### The metal 1 layer, run 1

The bar under the picture is 20 µm long. Cells faint in the background.
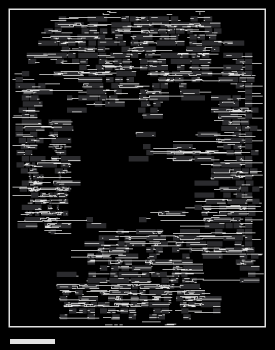
### Met2 routing, run 1

Cells faint in the background.
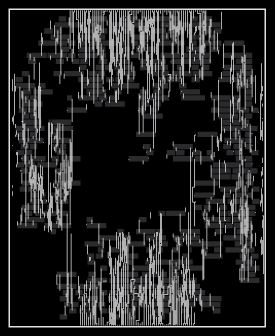
### Metal 3, run 1

The bar under the picture is 20 µm long. Cells faint in the background.
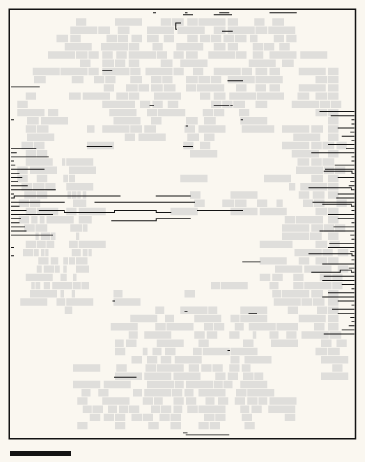
### Register map, names as in the netlist, run 1

Other sequential cells in the stronger gray, the rest of the logic in the fainter gray.
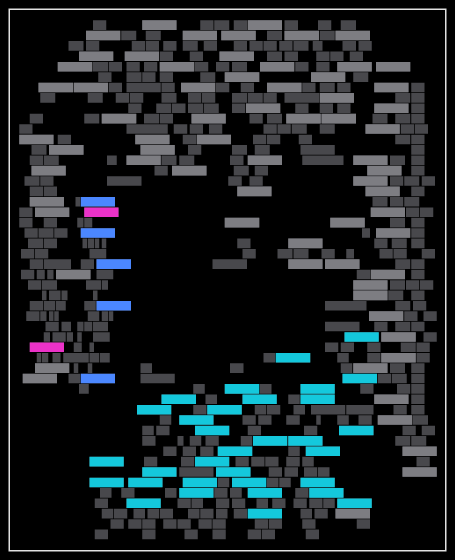
<file path="config.mk">
export PLATFORM = sky130hd
export DESIGN_NAME = dmem_stage_ctrl
export DESIGN_NICKNAME = d
export VERILOG_FILES = /design/src/rtl/dmem_stage_ctrl.sv
export SDC_FILE = /design/constraint.sdc
export NUM_CORES = 1
export LEC_CHECK = 0
export CELL_PAD_IN_SITES_DETAIL_PLACEMENT = 0
export CELL_PAD_IN_SITES_GLOBAL_PLACEMENT = 2
export CORE_ASPECT_RATIO = 1.25
export CORE_MARGIN = 2
export CORE_UTILIZATION = 27
export CTS_CLUSTER_DIAMETER = 80
export DETAILED_ROUTE_END_ITERATION = 12
export PLACE_DENSITY = 0.95
export SLEW_MARGIN = 20
export SYNTH_ARGS = -nofsm -noshare
export SYNTH_HDL_FRONTEND = slang
export SYNTH_SLANG_ARGS = --single-unit
</file>
<file path="constraint.sdc">
create_clock -name clk_i -period 3.57 [get_ports clk_i]
set_clock_uncertainty 0.15 [all_clocks]
set_input_delay 0.5355 -clock clk_i [delete_from_list [all_inputs] [get_ports clk_i]]
set_output_delay 0.5355 -clock clk_i [all_outputs]
set_load 0.01 [all_outputs]
</file>
<file path="src/rtl/dmem_stage_ctrl.sv">
// MEM-stage data-memory controller: turns loads/stores into req/ack transactions,
// stalls the front of the pipeline while an access is in flight, and flags errors.
module dmem_stage_ctrl #(
  parameter logic [2:0] OP_LOAD  = 3'b010,
  parameter logic [2:0] OP_STORE = 3'b011,
  parameter int         TIMEOUT  = 16,
  parameter int         CNT_W    = 5
) (
  input  logic        clk_i,
  input  logic        rst_i,
  input  logic        valid_i,
  input  logic [2:0]  op_i,
  input  logic [31:0] addr_i,
  input  logic [31:0] wdata_i,
  output logic        stall_o,
  output logic [31:0] rdata_o,
  output logic        rdata_valid_o,
  output logic        err_o,
  output logic        mem_req_o,
  output logic        mem_we_o,
  output logic [31:0] mem_addr_o,
  output logic [31:0] mem_wdata_o,
  input  logic        mem_ack_i,
  input  logic [31:0] mem_rdata_i
);

  typedef enum logic [1:0] {IDLE, BUSY, DONE} state_t;

  state_t            state_reg, state_next;
  logic [CNT_W-1:0]  cnt_reg, cnt_next;
  logic              mem_req_reg, mem_req_next;
  logic              mem_we_reg, mem_we_next;
  logic [31:0]       mem_addr_reg, mem_addr_next;
  logic [31:0]       mem_wdata_reg, mem_wdata_next;
  logic [31:0]       rdata_reg, rdata_next;
  logic              rdata_valid_reg, rdata_valid_next;
  logic              err_reg, err_next;

  logic access, misaligned, timeout_hit;

  assign access      = valid_i && ((op_i == OP_LOAD) || (op_i == OP_STORE));
  assign misaligned  = (addr_i[1:0] != 2'b00);
  assign timeout_hit = (cnt_reg == CNT_W'(TIMEOUT));

  always_ff @(posedge clk_i or negedge rst_i) begin
    if (!rst_i) begin
      state_reg       <= IDLE;
      cnt_reg         <= '0;
      mem_req_reg     <= 1'b0;
      mem_we_reg      <= 1'b0;
      mem_addr_reg    <= '0;
      mem_wdata_reg   <= '0;
      rdata_reg       <= '0;
      rdata_valid_reg <= 1'b0;
      err_reg         <= 1'b0;
    end else begin
      state_reg       <= state_next;
      cnt_reg         <= cnt_next;
      mem_req_reg     <= mem_req_next;
      mem_we_reg      <= mem_we_next;
      mem_addr_reg    <= mem_addr_next;
      mem_wdata_reg   <= mem_wdata_next;
      rdata_reg       <= rdata_next;
      rdata_valid_reg <= rdata_valid_next;
      err_reg         <= err_next;
    end
  end

  always_comb begin
    state_next       = state_reg;
    cnt_next         = cnt_reg;
    mem_req_next     = mem_req_reg;
    mem_we_next      = mem_we_reg;
    mem_addr_next    = mem_addr_reg;
    mem_wdata_next   = mem_wdata_reg;
    rdata_next       = rdata_reg;
    rdata_valid_next = 1'b0;
    err_next         = 1'b0;
    stall_o          = 1'b0;

    case (state_reg)
      IDLE: begin
        if (access) begin
          if (misaligned) begin
            err_next = 1'b1;
          end else begin
            stall_o        = 1'b1;
            mem_req_next   = 1'b1;
            mem_we_next    = (op_i == OP_STORE);
            mem_addr_next  = addr_i;
            mem_wdata_next = wdata_i;
            cnt_next       = '0;
            state_next     = BUSY;
          end
        end
      end
      BUSY: begin
        stall_o = 1'b1;
        // An ack in the same cycle as the timeout still completes the access.
        if (mem_ack_i) begin
          mem_req_next = 1'b0;
          mem_we_next  = 1'b0;
          if (!mem_we_reg) begin
            rdata_next       = mem_rdata_i;
            rdata_valid_next = 1'b1;
          end
          state_next = DONE;
        end else if (timeout_hit) begin
          mem_req_next = 1'b0;
          mem_we_next  = 1'b0;
          err_next     = 1'b1;
          if (!mem_we_reg) begin
            rdata_next = '0;
          end
          state_next = DONE;
        end else begin
          cnt_next = cnt_reg + CNT_W'(1);
        end
      end
      // The completed instruction is still on the inputs here; let it retire.
      DONE: begin
        state_next = IDLE;
      end
      default: begin
        state_next = IDLE;
      end
    endcase
  end

  assign rdata_o       = rdata_reg;
  assign rdata_valid_o = rdata_valid_reg;
  assign err_o         = err_reg;
  assign mem_req_o     = mem_req_reg;
  assign mem_we_o      = mem_we_reg;
  assign mem_addr_o    = mem_addr_reg;
  assign mem_wdata_o   = mem_wdata_reg;

endmodule

</file>
==> notes.md, run 1 <==
Notes on the physical design

The net switching power in the latest report is 1051 µW. The post-synthesis sequential area ratio is 0.6575. The data arrival time reported for the critical path is 2.17 ns. Of the total power, combinational logic draws 0.306. The final-report setup violation count is 0. The pre-antenna-repair detailed-routing pass consisted of 4 iterations.

The number of violations reported at the end of detailed-routing iteration 0 is 106. The power per cell area is 613.7 nW/µm². TritonCTS built the clock tree. The dominant power group is registers. The final timing summary puts the cycle share of the worst path at 0.7988.

The main combinational cell family by area after synthesis is multiplexers. The share of async-settable or async-resettable flops after synthesis is 1.000. Summed over all combinational cells, the power is 1240 µW.

In this run the count of I/O pins placed on the die edge is 204. The number of nets handed over by synthesis was 368. The dominant delay contributor by cell family on the critical path is buffers and inverters.

Global route summary, busiest routing layer listed as met2. The area of the core is 14890 µm². STA classifies the critical path endpoint as a primary output. The fraction of synthesized area in multiplexers is 0.1770. Setup repair after global routing left no endpoint under its margin.

Of the total synthesized cell area, the portion taken by full adders, half adders and majority gates is 0.006144. The and-or/or-and share of the synthesized area is 0.08756. The worst register-to-register path ends at rdata_o[11]$_DFFE_PN0P_. Hold timing on the final database bottoms out at a slack of 0.1165 ns.

The number of cells traversed by the worst register-to-register path is 6. The placement report lists the number of port buffers as 203. The total half-perimeter wirelength after legalization and detailed placement is 8112 µm. The worst-path cell with the longest stage delay is sky130_fd_sc_hd__clkdlybuf4s50_1. The register clock-pin slew on the reported worst setup and hold paths is 0.07 ns.

For this design, Yosys synthesis ends with a cell count of 263. The completed layout was analyzed and its total power is 4061 µW. The worst reg-to-reg setup slack is 1.27 ns. The report puts the hold buffer count at CTS at 0. The repair_antennas step left the layout with diodes totalling 0. The biggest area contributor in the post-synthesis netlist is sky130_fd_sc_hd__dfrtp_1. The main area contributors are sky130_fd_sc_hd__dfrtp_1 (66%), sky130_fd_sc_hd__mux2_2 (17%), sky130_fd_sc_hd__a22o_1 (7.3%).

In the Yosys stats the netlist draws on 29 distinct library cells. The highest layer touched by signal routing is met5. The most frequently used cell type in the post-synthesis netlist is sky130_fd_sc_hd__dfrtp_1. The peak fanout along the critical path is 5. The flow ran to the end, and the final reports show no timing, DRC or antenna violations. The most frequently used flop master after synthesis is sky130_fd_sc_hd__dfrtp_1. The number of pins exceeding their max-slew limit in the final report is 0.

Once layout is done, the placed cells without fillers occupy 6616 µm². The simple-gate share of the synthesized area is 0.04025. Checking max transition, the worst relative margin is 0.4680. Once placement finished, the instance area stood at 6275 µm². The leftover overflow at the end of global routing is 0. Traced cell by cell, the critical path runs through clkdlybuf4s50_1 > nor4b_1 > a21boi_0 > inv_1 > clkdlybuf4s50_1. The number of well-tap cells placed is 182. The number of multi-input combinational cells in the layout is 137.

Per the detail_route report, routed wire per instance is 16.92 µm. Per the OpenROAD timing report, the critical path contains 5 cells. The clock passes through at most 2 buffers.

The clock network consumes a total of 1130 µW. The longest incremental delay of any stage on the critical path is reported as 0.54 ns. OpenSTA lists the critical path endpoint as stall_o. The power report attributes to the sequential group a share of 0.416. In this run the cell area of the synthesized design comes to 4073 µm².

The number of nets in the layout is 571. Static timing analysis puts the maximum clock frequency at 0.3507 GHz. The area occupied by multi-input gates is 1275 µm². The beginning of the critical path is addr_i[1]. Entering global routing, the biggest net connects 66 pins. The path category of the worst min-delay check is input pin to async pin. The number of non-filler instances in the completed layout is 653. Clock tree synthesis selected as its root buffer the cell sky130_fd_sc_hd__clkbuf_16. The share of total power dissipated in the clock network is 0.279. The CTS buffer count is 9.

The remaining antenna violation count is 0. Endpoints failing hold in the final report were tallied at 0. STA classifies the critical path startpoint as an input pin. In the routed layout, each cell is associated on average with a via count of 4.600.

The fraction of area in non-clock buffers is 0.3139. In the final layout, the fill cell count is 1400. Routability-driven placement finished with a final weighted congestion of 0.7319.

The cell row count is 50. The total setup buffers inserted after CTS is 0. By count the netlist is led by sky130_fd_sc_hd__dfrtp_1 (107), sky130_fd_sc_hd__mux2_2 (62), sky130_fd_sc_hd__a22o_1 (34). The setup slack after placement is 0.7556 ns. The final-layout clock buffer total is 10. The layout report lists the clock-cell share of area as 0.05144.

The kind of critical path is input pin to primary output. The layout has 5 inverters outside the clock class. The starting density of the core is 0.2735. The required time of the worst setup path is 2.88 ns. The number of flip-flops and latches is 107.
## Picture notes: 'The metal 1 layer'
The layer holds 36% of the routed length. The layer carries 4000 µm of wire. 504 nets have wire on it.
Final Routed Wirelength: 11050 µm
Global Route met1 Usage: 0.1405
overall via count from detail_route: 3004

## Picture notes: 'Met2 routing'
535 nets have wire on it. The layer carries 5850 µm of wire. The layer holds 53% of the routed length. The longest straight run is 45.2 µm. The wires run mostly vertical.
met2 Track Usage GR: 0.2408

## Picture notes: 'Metal 3'
The longest straight run is 35.0 µm. The layer holds 6.5% of the routed length.
grt met3 use: 0.04101

## Picture notes: 'Register map, names as in the netlist'
`rdata_o`: in cyan, placed flops 32. `cnt_reg`: in blue, placed flops 5, where middle left. `state_reg`: in magenta, placed flops 2.
Another 68 sequential cells are not colored.
area taken by flip-flops and latches: 2678 µm²
fin util: 0.4444
Flop+latch power: 1690 µW
fraction of standard cell area that is sequential: 0.4047

==> run 2: changes to the inputs <==
--- a/config.mk
+++ b/config.mk
@@ -9,10 +9,10 @@
 export CELL_PAD_IN_SITES_GLOBAL_PLACEMENT = 2
 export CORE_ASPECT_RATIO = 1.25
 export CORE_MARGIN = 2
-export CORE_UTILIZATION = 27
+export CORE_UTILIZATION = 25
 export CTS_CLUSTER_DIAMETER = 80
 export DETAILED_ROUTE_END_ITERATION = 12
-export PLACE_DENSITY = 0.95
+export PLACE_DENSITY = 0.9
 export SLEW_MARGIN = 20
 export SYNTH_ARGS = -nofsm -noshare
 export SYNTH_HDL_FRONTEND = slang
==> constraint.sdc (replaced) <==
create_clock -name clk_i -period 2.77 [get_ports clk_i]
set_clock_uncertainty 0.15 [all_clocks]
set_input_delay 0.4155 -clock clk_i [delete_from_list [all_inputs] [get_ports clk_i]]
set_output_delay 0.4155 -clock clk_i [all_outputs]
set_load 0.01 [all_outputs]
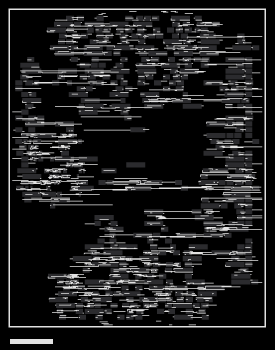
*The metal 1 layer, run 2*
The bar under the picture is 20 µm long. Cells faint in the background.
The layer carries 4150 µm of wire. The layer holds 37% of the routed length.
overall via count from detail_route: 2992
Global Route met1 Usage: 0.1410
Final Routed Wirelength: 11340 µm

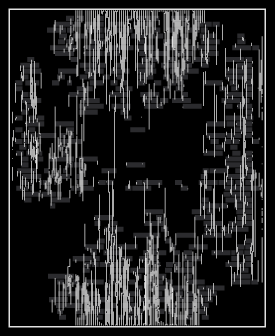
*Met2 routing, run 2*
Cells faint in the background.
The wires run mostly vertical. 542 nets have wire on it.
met2 Track Usage GR: 0.2416

==> run 2 against run 1 <==
Worst setup slack lost 0.43 ns. Combinational power is about 30% higher. Final cell count rose by 6.1%. Design area up 0.61%. Critical path depth fell by 1. Via count is 0.40% lower. Synthesized cell count did not move. Count of clock-buffer cells in the layout rose by 1. Register-to-register slack got worse by 0.53 ns. Utilization is 3.0 points lower. Largest power group unchanged.
==> notes.md, run 2 <==
Notes on the physical design

The flow ran to the end, and the final reports show no timing, DRC or antenna violations. The beginning of the critical path is state_reg[1]$_DFFE_PN0P_. The power report attributes to the sequential group a share of 0.435. The most frequently used flop master after synthesis is sky130_fd_sc_hd__dfrtp_1. The simple-gate share of the synthesized area is 0.04025.

Setup repair after global routing left no endpoint under its margin. The post-synthesis cell type count is 29. The register clock-pin slew on the reported worst setup and hold paths is 0.07 ns. Of all the cell area in the finished design, the clock network holds 0.04154. After clock tree synthesis, the flow added hold-fix buffers numbering 1.

The floorplan step defined a core boundary enclosing 16070 µm². The fraction of area in non-clock buffers is 0.3214. The worst slew margin relative to its limit is 0.5799. Per the OpenROAD power report, switching power amounts to 1332 µW. The report lists the cells along the critical path as nand2b_1 > a21boi_0 > inv_1 > clkdlybuf4s50_1. The peak fanout along the critical path is 6. The number of non-filler instances in the completed layout is 693. The slowest stage of the critical path is the sky130_fd_sc_hd__clkdlybuf4s50_1 cell.

The post-layout utilization of the core is 0.4142. The met3 usage is 0.04270. The delay of the slowest critical-path stage is 0.48 ns. As logged by OpenROAD, the buffers inserted on ports number 203. The flow inserted 216 tap cells. The kind of critical path is flop to primary output. The number of sequential cells reported for the layout is 107. The power report attributes to the combinational group a share of 0.323. During I/O placement, the number of pins put on the boundary was 204. Once detail routing completed, the nets flagged for antenna violations numbered 0. The final-report setup violation count is 0.

The most frequently used cell type in the post-synthesis netlist is sky130_fd_sc_hd__dfrtp_1. The final layout report lists a non-clock inverter count of 5. The global route stage reports its total congestion overflow as 0. In the final layout, the fill cell count is 1570. For the worst reg-to-reg path, the endpoint reported by OpenROAD is rdata_o[6]$_DFFE_PN0P_.

STA shows the worst reg2reg path with a cell count of 7. The final-layout clock buffer total is 11. For this run, asynchronously set or reset flops after synthesis account for 1.000.

Entering global routing, the biggest net connects 48 pins. The detail-routed net length per standard cell is 16.36 µm. The cell-mix breakdown from Yosys lists the compound-gate area share as 0.08756. Total power normalized to cell area comes to 748.4 nW/µm². The register cell area after layout is 2678 µm².

The cell accounting for the most synthesized area is sky130_fd_sc_hd__dfrtp_1. The maximum clock path buffer count is 2. Before any placement, the netlist area is recorded as 4073 µm². The cell row count is 52. Once detailed placement completed, the half-perimeter wirelength came to 8376 µm. The clock group total power is 1200 µW.

The number of pins exceeding their max-slew limit in the final report is 0. For the combinational group, total power comes out at 1610 µW. Hold is met by 0.3423 ns. The CTS buffer count is 9. The worst setup path is captured at a primary output. At the placement stage, the worst setup path has a slack of 0.2920 ns. The worst reg-to-reg setup slack is 0.74 ns. Of the post-synthesis cell area, the part taken by muxes is 0.1770.
==> run 3: changes to the inputs <==
--- a/config.mk
+++ b/config.mk
@@ -13,6 +13,7 @@
 export CTS_CLUSTER_DIAMETER = 80
 export DETAILED_ROUTE_END_ITERATION = 12
 export PLACE_DENSITY = 0.9
+export SETUP_SLACK_MARGIN = 0.1
 export SLEW_MARGIN = 20
 export SYNTH_ARGS = -nofsm -noshare
 export SYNTH_HDL_FRONTEND = slang
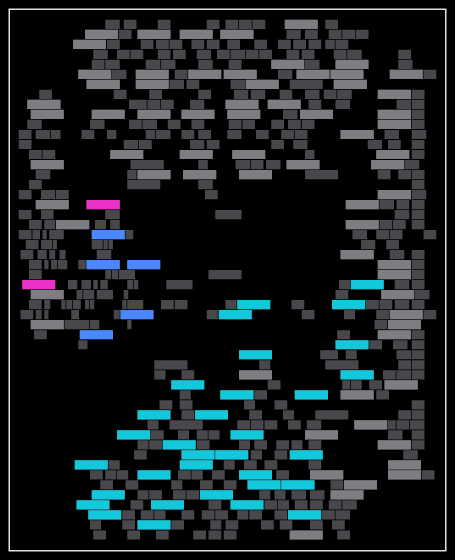
*Register map, names as in the netlist, run 3*
Other sequential cells in the stronger gray, the rest of the logic in the fainter gray.
`rdata_o`: in cyan, placed flops 32. `state_reg`: in magenta, placed flops 2. `cnt_reg`: in blue, placed flops 5, where middle left.
fraction of standard cell area that is sequential: 0.4023
fin util: 0.4142
Flop+latch power: 2170 µW

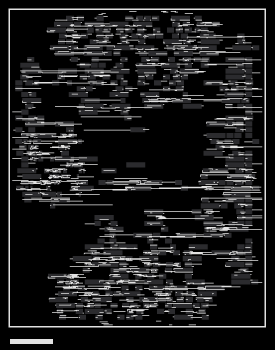
*The metal 1 layer, run 3*
The bar under the picture is 20 µm long. Cells faint in the background.
506 nets have wire on it. The longest straight run is 41.9 µm. The layer carries 4150 µm of wire. The wires run mostly horizontal. The layer holds 37% of the routed length.

==> run 3 against run 2 <==
Final cell count is the same. Global-route usage is the same. Die size is the same. Power is the same. Flip-flop count is the same. Clock power is essentially flat. Area after synthesis is the same. Sequential share of layout area is the same. First-iteration DRC count is the same. Count of clock-buffer cells in the layout is the same. Via count is the same. Critical path type unchanged. Largest cell class unchanged. Largest power group unchanged. Highest routed layer unchanged.
==> notes.md, run 3 <==
Notes on the physical design

The flow ran to the end, and the final reports show no timing, DRC or antenna violations. Walking the worst path, the cells encountered are nand2b_1 > a21boi_0 > inv_1 > clkdlybuf4s50_1. The cell count along the critical path is 4. In the final layout, the clock buffer count is 11.

The cell accounting for the most synthesized area is sky130_fd_sc_hd__dfrtp_1. The critical path data arrival time is 1.91 ns. After synthesis the cells add up to 4073 µm². For reference, the final report shows the max-slew violation count at 0. The tally of filler cells in the layout is 1570. The worst-case hold slack is 0.3423 ns. Counting every net in the synthesized netlist gives 368. Routing resource usage on met1 recorded by global route was 0.1410.

According to the timing report, the data required time at the worst endpoint equals 2.20 ns. In the final layout, the multi-input gates occupy 1274 µm². Entering global routing, the biggest net connects 48 pins.

The total wire length after detailed routing is 11340 µm. In this run the worst path has a maximum fanout of 6. Routing resource usage on met3 recorded by global route was 0.04270.

The finished layout cell area is 6656 µm². The CTS buffer count is 9. Setup repair after global routing left no endpoint under its margin.

According to the report, the first pass of detailed routing completed in 4 iterations. The total half-perimeter wirelength after legalization and detailed placement is 8376 µm. The TritonCTS clock tree is done. The post-CTS hold buffer count recorded in the log is 1. Per the log, the first TritonRoute iteration ended with a DRC count of 139. The final layout report lists a non-clock inverter count of 5.

The timing endpoint of the critical path is stall_o. The worst reg-to-reg setup slack is 0.74 ns. The post-synthesis cell type count is 29. Endpoints failing hold in the final report were tallied at 0. Combinational power for this build is 1610 µW.

The detail-routed net length per standard cell is 16.36 µm. The nature of the critical path startpoint is a flop. The number of well-tap cells placed is 216. The remaining antenna violation count is 0. The kind of cell with the highest combined delay along the critical path is buffers and inverters.

The clock group total power is 1200 µW. The share of total power dissipated in the clock network is 0.242. The worst register-to-register path ends at rdata_o[6]$_DFFE_PN0P_.

The sum of internal, switching and leakage power is 4981 µW. The starting density of the core is 0.2534. The weighted congestion reported at the end of routability-driven placement is 0.7340. The cell-mix breakdown from Yosys lists the adder-cell area share as 0.006144. The share of total power dissipated in combinational logic is 0.323. Yosys reports the multiplexer fraction of the synthesized area as 0.1770. According to the hold report, the worst path is of the flop to flop type.

The power report attributes to the sequential group a share of 0.435. Per the GRT log, the top usage layer is met2. STA classifies the critical path endpoint as a primary output. The vias per cell is 4.317. By instance count, the leading cell after synthesis is sky130_fd_sc_hd__dfrtp_1. For this run, global-route usage on met2 was measured as 0.2416. After floorplanning, the core was sized to cover 16070 µm².

Looking at the group totals, the largest power group turns out to be registers. The power spent charging and discharging nets is 1332 µW. The report lists the power per cell area as 748.4 nW/µm².

For this run, the post-layout net count is 579. The final report lists the setup-violating endpoint count as 0. The setup path with the least slack is of type flop to primary output. The setup slack after placement is 0.2920 ns. The post-place instance area is 6370 µm². On the worst path, the slowest cell contributes a delay of 0.48 ns. The total setup buffers inserted after CTS is 0. The worst slew margin relative to its limit is 0.5799.

The top metal layer carrying routed signals is met4. The leftover overflow at the end of global routing is 0.
Power is estimated from default activity; no workload was simulated.
